## src/rtl/glitch_trigger_wb_pkg.sv

```systemverilog
// Shared constants for the glitch trigger: register addresses, match modes, FSM states.
// Also provides the edge/level match helper used by the trigger core.
package glitch_trigger_wb_pkg;

   localparam logic [3:0] GLITCH_TRIG_CTRL      = 4'd0;
   localparam logic [3:0] GLITCH_TRIG_MODE      = 4'd1;
   localparam logic [3:0] GLITCH_TRIG_COUNT_0   = 4'd2;
   localparam logic [3:0] GLITCH_TRIG_COUNT_1   = 4'd3;
   localparam logic [3:0] GLITCH_TRIG_STATUS    = 4'd4;
   localparam logic [3:0] GLITCH_TRIG_EVENTS    = 4'd5;
   localparam logic [3:0] GLITCH_TRIG_TIMEOUT_0 = 4'd6;
   localparam logic [3:0] GLITCH_TRIG_TIMEOUT_1 = 4'd7;

   localparam logic [1:0] GLITCH_TRIG_RISE  = 2'd0;
   localparam logic [1:0] GLITCH_TRIG_FALL  = 2'd1;
   localparam logic [1:0] GLITCH_TRIG_BOTH  = 2'd2;
   localparam logic [1:0] GLITCH_TRIG_LEVEL = 2'd3;

   typedef enum logic [1:0] {
      TRIG_IDLE  = 2'd0,
      TRIG_ARMED = 2'd1,
      TRIG_FIRE  = 2'd2
   } trig_state_e;

   // cur is the synchronised sample, prev the one before it
   function automatic logic trig_match(input logic [1:0] mode, input logic cur, input logic prev);
      logic m;
      case (mode)
         GLITCH_TRIG_RISE: m = cur & ~prev;
         GLITCH_TRIG_FALL: m = ~cur & prev;
         GLITCH_TRIG_BOTH: m = cur ^ prev;
         default:          m = cur;
      endcase
      return m;
   endfunction

endpackage

```

## src/rtl/glitch_trigger_wb_if.sv

```systemverilog
// Wishbone slave bus bundle for the glitch trigger register file.
interface glitch_trigger_wb_if;
   logic [7:0] dat_i;
   logic [3:0] adr_i;
   logic [7:0] dat_o;
   logic       stb_i;
   logic       we_i;
   logic       ack_o;

   modport slave  (input dat_i, adr_i, stb_i, we_i, output dat_o, ack_o);
   modport master (output dat_i, adr_i, stb_i, we_i, input dat_o, ack_o);
endinterface

```

## src/rtl/glitch_trigger_wb_core.sv

```systemverilog
// Trigger core: input synchroniser, edge/level detect, event counter and arm/fire FSM.
// GLITCH_TRIGGER_TIMEOUT_EN adds the armed-state timeout counter.
module glitch_trigger_core
   import glitch_trigger_wb_pkg::*;
#(
   parameter int CNT_W = 16
`ifdef GLITCH_TRIGGER_TIMEOUT_EN
   , parameter int TMO_W = 16
`endif
) (
   input  logic             clk_i,
   input  logic             rst_i,
   input  logic             trig_in,
   input  logic             glitch_rdy_i,
   input  logic             arm_i,
   input  logic             abort_i,
   input  logic             auto_i,
   input  logic [1:0]       mode_i,
   input  logic [CNT_W-1:0] target_i,
`ifdef GLITCH_TRIGGER_TIMEOUT_EN
   input  logic [TMO_W-1:0] timeout_i,
   output logic             tmo_set_o,
`endif
   output logic             armed_o,
   output logic             fired_set_o,
   output logic             missed_set_o,
   output logic [7:0]       events_lo_o,
   output logic             trig_o
);

   localparam logic [CNT_W-1:0] CNT_ONE = {{(CNT_W-1){1'b0}}, 1'b1};

   logic             sync1_q, sync2_q, hist_q;
   trig_state_e      state_q, state_d;
   logic [CNT_W-1:0] events_q, events_d;
   logic             trig_q, trig_d;
   logic             match, reached;
   logic [CNT_W-1:0] eff_target, events_inc;

`ifdef GLITCH_TRIGGER_TIMEOUT_EN
   localparam logic [TMO_W-1:0] TMO_ONE = {{(TMO_W-1){1'b0}}, 1'b1};
   logic [TMO_W-1:0] tmo_q, tmo_d;
   logic             tmo_hit;
   assign tmo_hit = (timeout_i != '0) && (tmo_q >= timeout_i - TMO_ONE);
`endif

   assign match      = trig_match(mode_i, sync2_q, hist_q);
   assign eff_target = (target_i == '0) ? CNT_ONE : target_i;
   assign reached    = events_q >= (eff_target - CNT_ONE);
   assign events_inc = (&events_q) ? events_q : events_q + CNT_ONE;

   always_comb begin
      state_d      = state_q;
      events_d     = events_q;
      trig_d       = 1'b0;
      fired_set_o  = 1'b0;
      missed_set_o = 1'b0;
`ifdef GLITCH_TRIGGER_TIMEOUT_EN
      tmo_d        = tmo_q;
      tmo_set_o    = 1'b0;
`endif
      case (state_q)
         TRIG_IDLE: begin
            if (arm_i && !abort_i) begin
               state_d  = TRIG_ARMED;
               events_d = '0;
`ifdef GLITCH_TRIGGER_TIMEOUT_EN
               tmo_d    = '0;
`endif
            end
         end
         TRIG_ARMED: begin
            // Priority: abort, re-arm, match, then timeout
            if (abort_i) begin
               state_d = TRIG_IDLE;
            end else if (arm_i) begin
               events_d = '0;
`ifdef GLITCH_TRIGGER_TIMEOUT_EN
               tmo_d    = '0;
`endif
            end else if (match) begin
               events_d = events_inc;
`ifdef GLITCH_TRIGGER_TIMEOUT_EN
               tmo_d    = '0;
`endif
               if (reached) state_d = TRIG_FIRE;
            end
`ifdef GLITCH_TRIGGER_TIMEOUT_EN
            else if (tmo_hit) begin
               state_d   = TRIG_IDLE;
               tmo_set_o = 1'b1;
            end else begin
               tmo_d = tmo_q + TMO_ONE;
            end
`endif
         end
         TRIG_FIRE: begin
            trig_d       = glitch_rdy_i;
            fired_set_o  = glitch_rdy_i;
            missed_set_o = ~glitch_rdy_i;
            if (!abort_i && (arm_i || auto_i)) begin
               state_d  = TRIG_ARMED;
               events_d = '0;
`ifdef GLITCH_TRIGGER_TIMEOUT_EN
               tmo_d    = '0;
`endif
            end else begin
               state_d = TRIG_IDLE;
            end
         end
         default: state_d = TRIG_IDLE;
      endcase
   end

   always_ff @(posedge clk_i) begin
      if (rst_i) begin
         sync1_q  <= 1'b0;
         sync2_q  <= 1'b0;
         hist_q   <= 1'b0;
         state_q  <= TRIG_IDLE;
         events_q <= '0;
         trig_q   <= 1'b0;
`ifdef GLITCH_TRIGGER_TIMEOUT_EN
         tmo_q    <= '0;
`endif
      end else begin
         sync1_q  <= trig_in;
         sync2_q  <= sync1_q;
         hist_q   <= sync2_q;
         state_q  <= state_d;
         events_q <= events_d;
         trig_q   <= trig_d;
`ifdef GLITCH_TRIGGER_TIMEOUT_EN
         tmo_q    <= tmo_d;
`endif
      end
   end

   assign armed_o     = (state_q != TRIG_IDLE);
   assign events_lo_o = events_q[7:0];
   assign trig_o      = trig_q;

endmodule

```

## src/rtl/glitch_trigger_wb.sv

```systemverilog
// Wishbone register file for the glitch trigger; detection and FSM live in glitch_trigger_core.
// Optional macro GLITCH_TRIGGER_TIMEOUT_EN maps TIMEOUT_0/1 and STATUS bit3.
module glitch_trigger_wb
   import glitch_trigger_wb_pkg::*;
#(
   parameter int CNT_W = 16,
   parameter int TMO_W = 16
) (
   input  logic                 clk_i,
   input  logic                 rst_i,
   glitch_trigger_wb_if.slave   wb,
   input  logic                 trig_in,
   input  logic                 glitch_rdy_i,
   output logic                 trig_o
);

   logic       ack_q, ack_d;
   logic [7:0] dat_q, dat_d;
   logic       auto_q, auto_d;
   logic [1:0] mode_q, mode_d;
   logic [7:0] cnt0_q, cnt0_d, cnt1_q, cnt1_d;
   logic       fired_q, fired_d, missed_q, missed_d;
   logic       access, wr, rd, ctrl_wr, status_rd;
   logic       arm, abort, armed, fired_set, missed_set;
   logic [7:0] events_lo, rdata;
   logic       tmo_flag;

   assign access    = wb.stb_i & ~ack_q;
   assign wr        = access & wb.we_i;
   assign rd        = access & ~wb.we_i;
   assign ctrl_wr   = wr && (wb.adr_i == GLITCH_TRIG_CTRL);
   assign status_rd = rd && (wb.adr_i == GLITCH_TRIG_STATUS);
   assign arm       = ctrl_wr & wb.dat_i[0];
   assign abort     = ctrl_wr & wb.dat_i[2];

`ifdef GLITCH_TRIGGER_TIMEOUT_EN
   logic [7:0] tmo0_q, tmo0_d, tmo1_q, tmo1_d;
   logic       tmo_flag_q, tmo_flag_d, tmo_set;
   assign tmo_flag = tmo_flag_q;
`else
   assign tmo_flag = 1'b0;
`endif

   always_comb begin
      rdata = 8'h00;
      case (wb.adr_i)
         GLITCH_TRIG_CTRL:      rdata = {6'b0, auto_q, armed};
         GLITCH_TRIG_MODE:      rdata = {6'b0, mode_q};
         GLITCH_TRIG_COUNT_0:   rdata = cnt0_q;
         GLITCH_TRIG_COUNT_1:   rdata = cnt1_q;
         GLITCH_TRIG_STATUS:    rdata = {4'b0, tmo_flag, missed_q, fired_q, armed};
         GLITCH_TRIG_EVENTS:    rdata = events_lo;
`ifdef GLITCH_TRIGGER_TIMEOUT_EN
         GLITCH_TRIG_TIMEOUT_0: rdata = tmo0_q;
         GLITCH_TRIG_TIMEOUT_1: rdata = tmo1_q;
`endif
         default:               rdata = 8'h00;
      endcase
   end

   always_comb begin
      ack_d  = access;
      dat_d  = rd ? rdata : 8'h00;
      auto_d = auto_q;
      mode_d = mode_q;
      cnt0_d = cnt0_q;
      cnt1_d = cnt1_q;
`ifdef GLITCH_TRIGGER_TIMEOUT_EN
      tmo0_d = tmo0_q;
      tmo1_d = tmo1_q;
`endif
      if (wr) begin
         case (wb.adr_i)
            GLITCH_TRIG_CTRL:      auto_d = wb.dat_i[1];
            GLITCH_TRIG_MODE:      mode_d = wb.dat_i[1:0];
            GLITCH_TRIG_COUNT_0:   cnt0_d = wb.dat_i;
            GLITCH_TRIG_COUNT_1:   cnt1_d = wb.dat_i;
`ifdef GLITCH_TRIGGER_TIMEOUT_EN
            GLITCH_TRIG_TIMEOUT_0: tmo0_d = wb.dat_i;
            GLITCH_TRIG_TIMEOUT_1: tmo1_d = wb.dat_i;
`endif
            default: ;
         endcase
      end
      // A set on the same edge as the clearing STATUS read wins
      fired_d  = (fired_q  & ~status_rd) | fired_set;
      missed_d = (missed_q & ~status_rd) | missed_set;
`ifdef GLITCH_TRIGGER_TIMEOUT_EN
      tmo_flag_d = (tmo_flag_q & ~status_rd) | tmo_set;
`endif
   end

   always_ff @(posedge clk_i) begin
      if (rst_i) begin
         ack_q    <= 1'b0;
         dat_q    <= 8'h00;
         auto_q   <= 1'b0;
         mode_q   <= 2'b00;
         cnt0_q   <= 8'h00;
         cnt1_q   <= 8'h00;
         fired_q  <= 1'b0;
         missed_q <= 1'b0;
`ifdef GLITCH_TRIGGER_TIMEOUT_EN
         tmo0_q     <= 8'h00;
         tmo1_q     <= 8'h00;
         tmo_flag_q <= 1'b0;
`endif
      end else begin
         ack_q    <= ack_d;
         dat_q    <= dat_d;
         auto_q   <= auto_d;
         mode_q   <= mode_d;
         cnt0_q   <= cnt0_d;
         cnt1_q   <= cnt1_d;
         fired_q  <= fired_d;
         missed_q <= missed_d;
`ifdef GLITCH_TRIGGER_TIMEOUT_EN
         tmo0_q     <= tmo0_d;
         tmo1_q     <= tmo1_d;
         tmo_flag_q <= tmo_flag_d;
`endif
      end
   end

   assign wb.ack_o = ack_q;
   assign wb.dat_o = dat_q;

   glitch_trigger_core #(
      .CNT_W(CNT_W)
`ifdef GLITCH_TRIGGER_TIMEOUT_EN
      , .TMO_W(TMO_W)
`endif
   ) u_core (
      .clk_i        (clk_i),
      .rst_i        (rst_i),
      .trig_in      (trig_in),
      .glitch_rdy_i (glitch_rdy_i),
      .arm_i        (arm),
      .abort_i      (abort),
      .auto_i       (auto_q),
      .mode_i       (mode_q),
      .target_i     (CNT_W'({cnt1_q, cnt0_q})),
`ifdef GLITCH_TRIGGER_TIMEOUT_EN
      .timeout_i    (TMO_W'({tmo1_q, tmo0_q})),
      .tmo_set_o    (tmo_set),
`endif
      .armed_o      (armed),
      .fired_set_o  (fired_set),
      .missed_set_o (missed_set),
      .events_lo_o  (events_lo),
      .trig_o       (trig_o)
   );

endmodule

```

## src/flat_wrapper.sv

```systemverilog
// flat-port wrapper written by rule: the top's interface ports become plain ports
module glitch_trigger_wb_flat import glitch_trigger_wb_pkg::*;
#(
   parameter int CNT_W = 16,
   parameter int TMO_W = 16
)
  (clk_i, rst_i, trig_in, glitch_rdy_i, trig_o, wb_dat_i, wb_adr_i, wb_stb_i, wb_we_i, wb_dat_o, wb_ack_o);
  glitch_trigger_wb_if wb_i ();
  input  logic clk_i;
  input  logic rst_i;
  input  logic trig_in;
  input  logic glitch_rdy_i;
  output logic trig_o;
  input wire logic [$bits(wb_i.dat_i)-1:0] wb_dat_i;
  input wire logic [$bits(wb_i.adr_i)-1:0] wb_adr_i;
  input wire logic [$bits(wb_i.stb_i)-1:0] wb_stb_i;
  input wire logic [$bits(wb_i.we_i)-1:0] wb_we_i;
  output wire logic [$bits(wb_i.dat_o)-1:0] wb_dat_o;
  output wire logic [$bits(wb_i.ack_o)-1:0] wb_ack_o;
  assign wb_i.dat_i = wb_dat_i;
  assign wb_i.adr_i = wb_adr_i;
  assign wb_i.stb_i = wb_stb_i;
  assign wb_i.we_i = wb_we_i;
  assign wb_dat_o = wb_i.dat_o;
  assign wb_ack_o = wb_i.ack_o;
  glitch_trigger_wb #(.CNT_W(CNT_W), .TMO_W(TMO_W)) u_core (.clk_i(clk_i), .rst_i(rst_i), .wb(wb_i), .trig_in(trig_in), .glitch_rdy_i(glitch_rdy_i), .trig_o(trig_o));
endmodule
```

## config.mk

```make
export PLATFORM = sky130hd
export DESIGN_NAME = glitch_trigger_wb_flat
export DESIGN_NICKNAME = d
export VERILOG_FILES = /design/src/rtl/glitch_trigger_wb_pkg.sv /design/src/rtl/glitch_trigger_wb_if.sv /design/src/rtl/glitch_trigger_wb_core.sv /design/src/rtl/glitch_trigger_wb.sv /design/src/flat_wrapper.sv
export SDC_FILE = /design/constraint.sdc
export NUM_CORES = 1
export LEC_CHECK = 0
export CAP_MARGIN = 5
export CORE_MARGIN = 8
export CORE_UTILIZATION = 45
export CTS_BUF_LIST = sky130_fd_sc_hd__clkbuf_8 sky130_fd_sc_hd__clkbuf_16
export DETAILED_ROUTE_END_ITERATION = 10
export PLACE_DENSITY = 0.67
export SYNTH_ARGS = -nofsm -noshare
export SYNTH_HDL_FRONTEND = slang
export SYNTH_SLANG_ARGS = --single-unit
```

## constraint.sdc

```tcl
create_clock -name clk_i -period 3.5 [get_ports clk_i]
set_clock_uncertainty 0.2 [all_clocks]
set_input_delay 0.7 -clock clk_i [delete_from_list [all_inputs] [get_ports clk_i]]
set_output_delay 0.7 -clock clk_i [all_outputs]
set_load 0.02 [all_outputs]
```

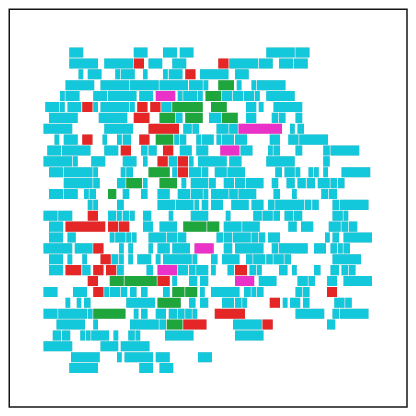
drive_strength.png
Scale: 4 px per µm.
Red stands for drive 3 to 4, cells 33, share 8.1%, most used buf_4. Magenta stands for drive 6 and up, cells 6, share 1.5%, most used clkbuf_8. Green stands for drive 2, cells 21, share 5.1%, most used mux2_2. Cyan stands for drive 1 or less, cells 349, share 85%.
fin area: 0.00376 mm²
final worst slack: 0.158 ns
Non-clk bufs: 52

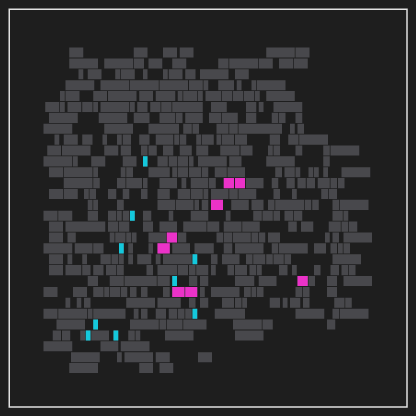
gate_families.png
Scale: 4 px per µm.
Magenta stands for AND-OR and OR-AND gates, cells 8, most used a21o_1, where center. Cyan stands for inverters, cells 9, most used inv_1.
Comb/total area: 53.4%
non-filler cells in the finished layout: 489

==> impl_metrics.yaml <==
# physical design summary
final_timing:
  worstMarginPinSlew_ns: 0.669
  fmax_ghz: 0.299
  finalCritPeriodShare_pct: 95.5
  drv_slew: 0
  setup_viol: 0
  max_slew_margin_pct: 55.2
  period_needed_ns: 3.34
  rsz0062_at_grt: "no"
  timing.setup.tns_ns: 0
  hold_violations: 0
finish:
  fillerInstances: 609
  clk_share_pct: 3.10
  syn2layout_area_growth_pct: 21.1
  seq-cell-share_pct: 27.7
  num_antenna_cells: 0
  comb_area_mm2: 0.00201
  dominant_cells: "multi-input combinational cells"
  final-nonclk-buf-share_pct: 12.2
  flops: 52
  drive_gt1_share_pct: 14.7
  seq_area_mm2: 0.00104
  nNetsFinal: 446
  inverters: 9
  nClkBuffers: 5
  comb.multi_input.count: 288
synth:
  common_cells: "52 x dfxtp_1, 51 x nor2_1, 36 x a21oi_1"
  mappedNetlistArea_mm2: 0.00310
  synthMostInstantiatedCell: "dfxtp_1"
  synthesis.nets: 401
  syn_inst: 363
  ys_area_mm2: 0.00310
  top_cell_area_share_pct: 33.5
  yosysWarnings: 0
  synth_cell_types: 49
  yosysCellCount: 363
  avgSynthCellArea_um2: 8.55
  ys_async_sr_fraction_pct: 0
  ff_type: "dfxtp_1"
  ys_seq_elements: 52
  synth.largest_area_cell: "dfxtp_1"
  synth.yosys.seq_area_share_pct: 33.5
  edf_count: 0
  synth.area.top_cells: "dfxtp_1 34%, ha_1 8.1%, nor2_1 6.2%, a21oi_1 5.8%, mux2i_1 5.2%"
critical_path:
  cp-end-kind: "register"
  cp.arrival_ns: 3.35
  critical_path_class: "reg2reg"
  r2r-end: "u_core.u_core.state_q[1]"
  critPathMaxFanout: 3
  crit_required_ns: 3.51
  r2r_start: "u_core.cnt1_q[1]"
  worstRegToRegCells: 14
  r2r_slack_ns: 0.16
  cp-start-kind: "register"
detailed_routing:
  drt_iter0_markers: 139
  wl_per_cell_um: 16.4
  firstDrtPassIters: 4
  ant_nets: 0
  num_vias: 2871
  drc: 0
  via_per_inst: 5.87
  routed_wl_um: 8000
global_route:
  use_met2_pct: 28.0
  grt-busiest-layer: "met2"
  antenna_found_initial: 0
  grt_max_degree: 36
  gr-usage-met1_pct: 22.3
  grt_pass1_wl_um: 13700
  gr-total-overflow: 0
  grt_pass1_vias: 2838
  met3_usage_pct: 2.68
  grt_util_all_layers_pct: 17.1
die:
  die_y_um: 99.0
  die_x_um: 99.0
  chipArea_mm2: 0.00981
  io_pins: 28
  nWellTaps: 80
  core_area_mm2: 0.00672
  fp-utilization_pct: 46.2
  num_rows: 30
outcome:
  status: "completed"
placed_design:
  gp_congestion: 0.867
  hpwl_um: 6040
  placedCellCount: 481
  port_buffers: 27
min_path:
  hold_end: "u_core.u_core.sync2_q"
  hold_depth: 1
  hold_class: "reg2reg"
  hp-start: "u_core.u_core.sync1_q"
cts:
  cts_buffer_depth: 2
  cts_tree: "built"
  htree_levels: 2
  clk_latency_ns: 0.31
  cts.sinks: 52
  path_clk_slew_ns: 0.10
  cts_buffers: 5
  cts_root_buf: "clkbuf_8"
power:
  ir_worst_vdd_mv: 0.180
  power.total_uw: 1160
  cellLeakagePower_uw: 0.00151
  power_density_mw_per_mm2: 310
flow_run:
  warnings: 27
  drv_cap: 0
kinds of logic (layout without fill, tap and decap cells):
family | count (synthesis) | in the layout | synth area share, %
flip-flops | 52 | 52 | 33.5
multiplexers | 24 | 24 | 8.79
AND/OR/NAND/NOR | 149 | 149 | 26.5
buffers and inverters | 23 | 69 | 3.35
adder cells (fa/ha/maj) | 20 | 20 | 8.06
XOR/XNOR | 12 | 12 | 3.39
AND-OR/OR-AND | 83 | 83 | 16.3
per-layer routing:
layer  vias up  routed length (µm)
met4         0                  82
met2        67                3850
met5         -                   0
met1      1378                3710
li1       1421                   -
met3         5                 365
critical path, cell delays in order, from the launching register on:
cell and delay [ns]:
dfxtp_1 0.32, or4_4 0.55, nor4_4 0.19, a31oi_1 0.15, ha_2 0.20, nor3b_2 0.15, buf_4 0.15, xnor2_1 0.12
ha_1 0.18, a21o_1 0.17, a21o_1 0.17, a211o_1 0.29, a21oi_2 0.12, o311ai_2 0.10, and4_1 0.17
report_power, final:
| part | internal [µW] | switching [µW] | total, µW |
|---|---|---|---|
| clock network | 216 | 207 | 423 |
| registers | 595 | 2.85 | 598 |
| logic | 70.6 | 73.9 | 144 |
| total | 881 | 284 | 1160 |
worst max-delay path by stage:
| stage | startpoint | to | slack (ns) |
|---|---|---|---|
| after floorplan | u_core.cnt1_q[1] | u_core.u_core.state_q[1] | 0.04 |
| after global placement | u_core.cnt1_q[1] | u_core.u_core.state_q[1] | 0.03 |
| after detailed placement | u_core.cnt1_q[1] | u_core.u_core.state_q[1] | -0.05 |
| after CTS | u_core.cnt1_q[1] | u_core.u_core.state_q[1] | 0.04 |
| after global routing | u_core.cnt1_q[1] | u_core.u_core.state_q[1] | 0.02 |
| final | u_core.cnt1_q[1] | u_core.u_core.state_q[1] | 0.16 |
metrics by stage:
step                cell area (µm²)  hold WS, ns  utilization (%)  setup slack (ns)
floorplan                      3100        0.214                -            0.0377
global placement               3590        0.220             53.4            0.0287
detailed placement             3590        0.228             53.4           -0.0460
CTS                            3710        0.258             55.2            0.0383
global route                   3760        0.280             55.9            0.0193
finish                         3760        0.248             55.9             0.158
state kept, by name, indices dropped and copies added, names as in the netlist, 2 cells and up:
register and cells:
u_core.u_core.events_q 16, u_core.cnt0_q 8, u_core.cnt1_q 8, u_core.wb.dat_o 8, u_core.mode_q 2, u_core.u_core.state_q 2
placed cells by master (no fill, tap or decap), types with 2 or more instances in the layout:
master	count
nor2_1	51
dfxtp_1	51
a21oi_1	35
clkdlybuf4s50_1	27
buf_4	25
nand2_1	20
o21ai_0	20
ha_1	19
mux2i_1	16
nand3_1	11
or4_1	10
nor2b_1	9
inv_1	9
nor3_1	8
xnor2_1	8
nand4_1	6
mux2_2	6
a22oi_1	6
a31oi_1	5
and4_1	5
clkbuf_8	5
xor2_1	4
and3_1	4
nand4b_1	4
or3_1	3
nand2b_1	3
a21o_1	3
nor4_1	2
a211o_1	2
mux4_2	2
a31o_2	2
clkinv_4	2
timing repair:
| action | in CTS | in global routing |
|---|---|---|
| endpoints found under the setup margin | 2 | 2 |
| setup buffers | 0 | 0 |
| hold buffers | 0 | 0 |
| hold endpoints to repair | 0 | 0 |
| gates resized | 1 | 10 |
| pin swaps | 0 | 2 |
Power is estimated from default activity; no workload was simulated.
